[src/rtl/instr_fetch_pkg.sv]
// Shared constants and PC arithmetic for the instruction fetch unit.
// Bit 31 of every PC is the supervisor flag; bits [30:0] are the byte address.
package instr_fetch_pkg;

  localparam logic TRAP_ILLOP = 1'b0;
  localparam logic TRAP_XADR  = 1'b1;

  localparam logic [31:0] DEFAULT_RESET_ADDR = 32'h0000_0000;
  localparam logic [31:0] DEFAULT_ILLOP_ADDR = 32'h0000_0004;
  localparam logic [31:0] DEFAULT_XADR_ADDR  = 32'h0000_0008;
  localparam int          DEFAULT_IMEM_WORDS = 128;

  // Address bits wrap modulo 2^31; the supervisor bit is carried over untouched.
  function automatic logic [31:0] pc_increment(input logic [31:0] cur);
    return {cur[31], cur[30:0] + 31'd4};
  endfunction

  // A redirect may drop supervisor mode but never grant it.
  function automatic logic [31:0] redirect_target(input logic [31:0] target,
                                                  input logic [31:0] cur);
    return {target[31] & cur[31], target[30:0]};
  endfunction

  function automatic logic [31:0] vector_target(input logic [31:0] vec);
    return {1'b1, vec[30:0]};
  endfunction

endpackage

[src/rtl/instr_fetch.sv]
// Instruction fetch: owns the PC, addresses the external ROM and registers
// the returned word into a valid/ready instruction register for decode.
module instr_fetch
  import instr_fetch_pkg::*;
#(
  parameter logic [31:0] RESET_ADDR = DEFAULT_RESET_ADDR,
  parameter logic [31:0] ILLOP_ADDR = DEFAULT_ILLOP_ADDR,
  parameter logic [31:0] XADR_ADDR  = DEFAULT_XADR_ADDR,
  parameter int          IMEM_WORDS = DEFAULT_IMEM_WORDS
) (
  input  logic        clk,
  input  logic        reset,
  output logic [31:0] pc,
  input  logic [31:0] id,
  input  logic        redirect_valid,
  input  logic [31:0] redirect_pc,
  input  logic        trap_valid,
  input  logic        trap_sel,
  output logic        ir_valid,
  input  logic        ir_ready,
  output logic [31:0] ir,
  output logic [31:0] ir_pc,
  output logic        ir_fault
);

  localparam logic [31:0] IMEM_BYTES = 32'(IMEM_WORDS * 4);

  logic [31:0] pc_q;
  logic [31:0] fetch_pc;
  logic        fault;
  logic        load;

  // Traps beat redirects; during reset the ROM is pointed at the reset vector.
  always_comb begin
    fetch_pc = pc_q;
    if (reset)
      fetch_pc = RESET_ADDR;
    else if (trap_valid)
      fetch_pc = vector_target((trap_sel == TRAP_XADR) ? XADR_ADDR : ILLOP_ADDR);
    else if (redirect_valid)
      fetch_pc = redirect_target(redirect_pc, pc_q);
  end

  assign pc    = {1'b0, fetch_pc[30:0]};
  assign fault = {1'b0, fetch_pc[30:0]} >= IMEM_BYTES;
  assign load  = trap_valid | redirect_valid | ~ir_valid | ir_ready;

  // A redirect or trap always loads, squashing any stalled younger instruction.
  always_ff @(posedge clk) begin
    if (reset) begin
      pc_q     <= RESET_ADDR;
      ir_valid <= 1'b0;
      ir       <= 32'h0;
      ir_pc    <= 32'h0;
      ir_fault <= 1'b0;
    end else if (load) begin
      pc_q     <= pc_increment(fetch_pc);
      ir_valid <= 1'b1;
      ir       <= fault ? 32'h0 : id;
      ir_pc    <= fetch_pc;
      ir_fault <= fault;
    end
  end

endmodule

[config.mk]
export PLATFORM = sky130hd
export DESIGN_NAME = instr_fetch
export DESIGN_NICKNAME = d
export VERILOG_FILES = /design/src/rtl/instr_fetch_pkg.sv /design/src/rtl/instr_fetch.sv
export SDC_FILE = /design/constraint.sdc
export NUM_CORES = 1
export LEC_CHECK = 0
export CAP_MARGIN = 15
export CORE_MARGIN = 2
export CORE_UTILIZATION = 44
export DETAILED_ROUTE_END_ITERATION = 7
export PLACE_DENSITY = 0.78
export SLEW_MARGIN = 20
export SYNTH_ARGS = -nofsm -noshare
export SYNTH_HDL_FRONTEND = slang
export SYNTH_SLANG_ARGS = --single-unit
[constraint.sdc]
create_clock -name clk -period 3.6 [get_ports clk]
set_input_delay 0.72 -clock clk [delete_from_list [all_inputs] [get_ports clk]]
set_output_delay 0.72 -clock clk [all_outputs]
set_load 0.05 [all_outputs]
==> reports/notes.md <==
The cell that appears most often on the critical path is sky130_fd_sc_hd__buf_4. RePlAce ended its routability-driven mode at a weighted congestion of 0.8090. The tools report the critical path capture point type as an output pin. The critical-path cell with the highest stage delay was sky130_fd_sc_hd__clkdlybuf4s50_1. The max-cap violation count was 0; the area share of the leading cell type in the synthesized netlist was 38.78%. TritonCTS built the clock tree.

Tracing the worst setup path back leads to its startpoint at trap_valid. The tools report the combinational-cell power consumption as 0.552 mW. The number of iterations in the first detailed-routing pass is 5, and the share of the clock period used by the worst path is 90.98%.

The run gives 6 for the critical path depth. Sorting the synthesized cells by area gives the leading types as sky130_fd_sc_hd__dfxtp_1, sky130_fd_sc_hd__nand2_1, sky130_fd_sc_hd__mux2i_1. The detailed router reports a met3 wire length of 1030 um. The run gives 12,010 um^2 for the area of the die. In the hold timing report, the worst path depth is 2. The type of the worst setup path is primary input to output pin.

The most used logic cell in the final layout was sky130_fd_sc_hd__clkdlybuf4s50_1. For the number of antenna violations at the first check in global routing, the log shows 0. For reference, the top cells by count after synthesis are sky130_fd_sc_hd__nand2_1, sky130_fd_sc_hd__dfxtp_1, sky130_fd_sc_hd__a21oi_1.

The number of failing hold endpoints at the final stage is 0. Looking at the group totals, the largest power group turns out to be sequential cells. For the final routed database, the setup TNS stands at 0 ns. The total number of warnings across the stage logs came out at 28.

The most used standard cell by instance count after synthesis was sky130_fd_sc_hd__nand2_1. The async set-or-reset flop fraction in the synthesized netlist was 0%. The met3 track demand over resource in global routing is 6.224%. The flow ran to the end, and the final reports show no timing, DRC or antenna violations.

Combinational cells account for 22.3% of the total power. For met2 alone, demand over resource in global routing was 38.80%. Post-detailed-route wirelength per cell: 15.51 um.

The die is 109.6 um tall. In this run, post-CTS hold repair placed 0 buffers. The run gives 0 as the number of pins with negative max-slew slack in the final report.

Cell chosen for the clock root: sky130_fd_sc_hd__clkbuf_8. The shortest clock period the worst path allows after layout was 3.275 ns. The synthesized area divided by synthesized cell count was 8.120 um^2; the power density relative to cell area was 352.1 nW/um^2.

With the power after layout at 2.473 mW, the met1 capacity usage during global routing is 29.14%. Per the post-run analysis, buffers plus inverters along the critical path come to 4. With the worst hold slack at 0.4566 ns, the net switching component of the power is 0.7246 mW. The post-synthesis cell count was 604; the maximum buffer depth of the clock tree was 2. The least setup slack across all paths after layout was 0.3246 ns; the relative max-transition margin was 48.96%.
==> cells by family after synthesis <==
logic type               after synthesis  share of synthesized area, %
AND-OR/OR-AND                        123                         14.82
adder cells (fa/ha/maj)                2                        0.5101
buffers and inverters                 84                         10.56
AND/OR/NAND/NOR                      247                         25.08
multiplexers                          32                         6.607
other                                  1                       0.07646
XOR/XNOR                              20                         3.571
flip-flops                            95                         38.78
==> cell type report <==
type,instances,area [um^2]
Clock inverter,5,80.08
Inverter,5,18.77
Timing Repair Buffer,198,2202
Clock buffer,11,151.4
Tap cell,140,175.2
Sequential cell,95,1902
Multi-Input combinational cell,425,2494
Fill cell,938,3817
==> sequential cells by signal, summed over array words and instances (netlist names) <==
register / cells
ir_pc: 32
pc_q: 29
ir_valid: 1
ir: 32
ir_fault: 1
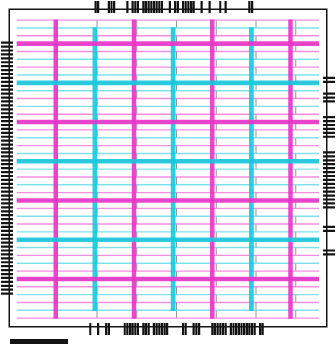
floorplan.png
The bar under the picture is 20 um long. Pins as bars on the die edge. Tap cells in gray.
- cyan: VDD
- magenta: VSS
- met1 rails: 39
- met5 straps: 7

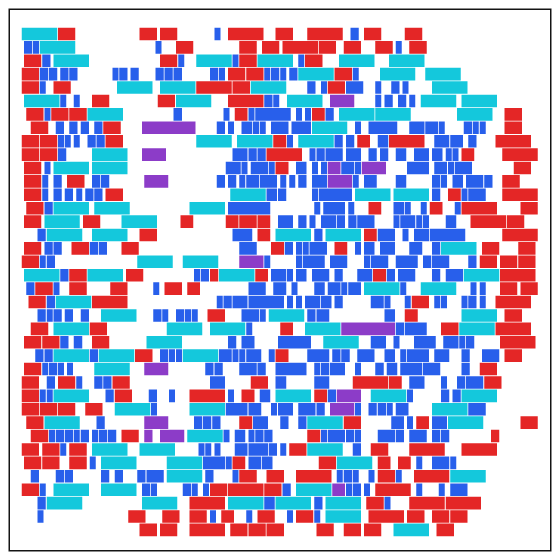
class_map.png
- red: remaining buffers and delay cells (cells 198; share of their area 32%)
- blue: remaining logic cells (cells 430; share of their area 37%)
- purple: clock drivers and dummy loads (cells 16; share of their area 3.4%)
- cyan: registers (cells 95; share of their area 28%)
share of cell area taken by flip-flops and latches: 27.08%
std cell rows: 38
final design instance area without fill: 7023 um^2
core region area: 10,840 um^2
end-of-flow core utilization: 64.79%

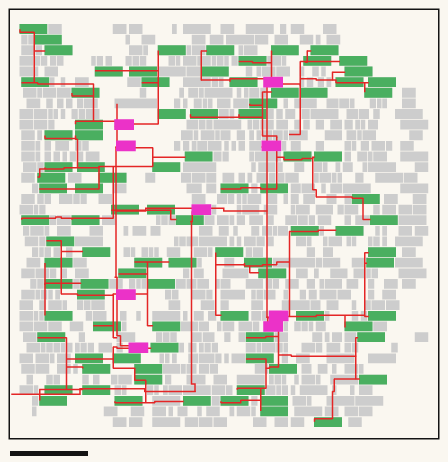
clock_wires.png
The bar under the picture is 20 um long.
- magenta: clock-net drivers (count 9)
- red: clock wires (length 1,210 um)
- green: flip-flops (count 95)
- flops lie: all over the die
- routed clock nets: 10
Worst-Skew Late Latency: 0.36 ns
final setup skew: 0.007619 ns
Power Clock: 0.806 mW
part of the power in the clock network: 32.6%

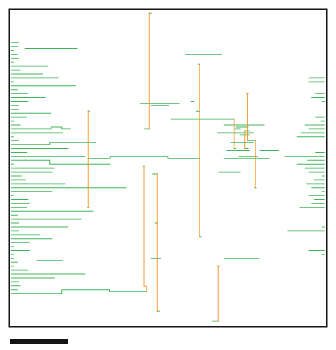
layers.png
The bar under the picture is 20 um long. Only two layers are drawn.
- orange: M4 (wire length 293 um)
- green: M3 (wire length 1,030 um)

Power figures rest on the tool's default switching activity, not on a simulated workload.
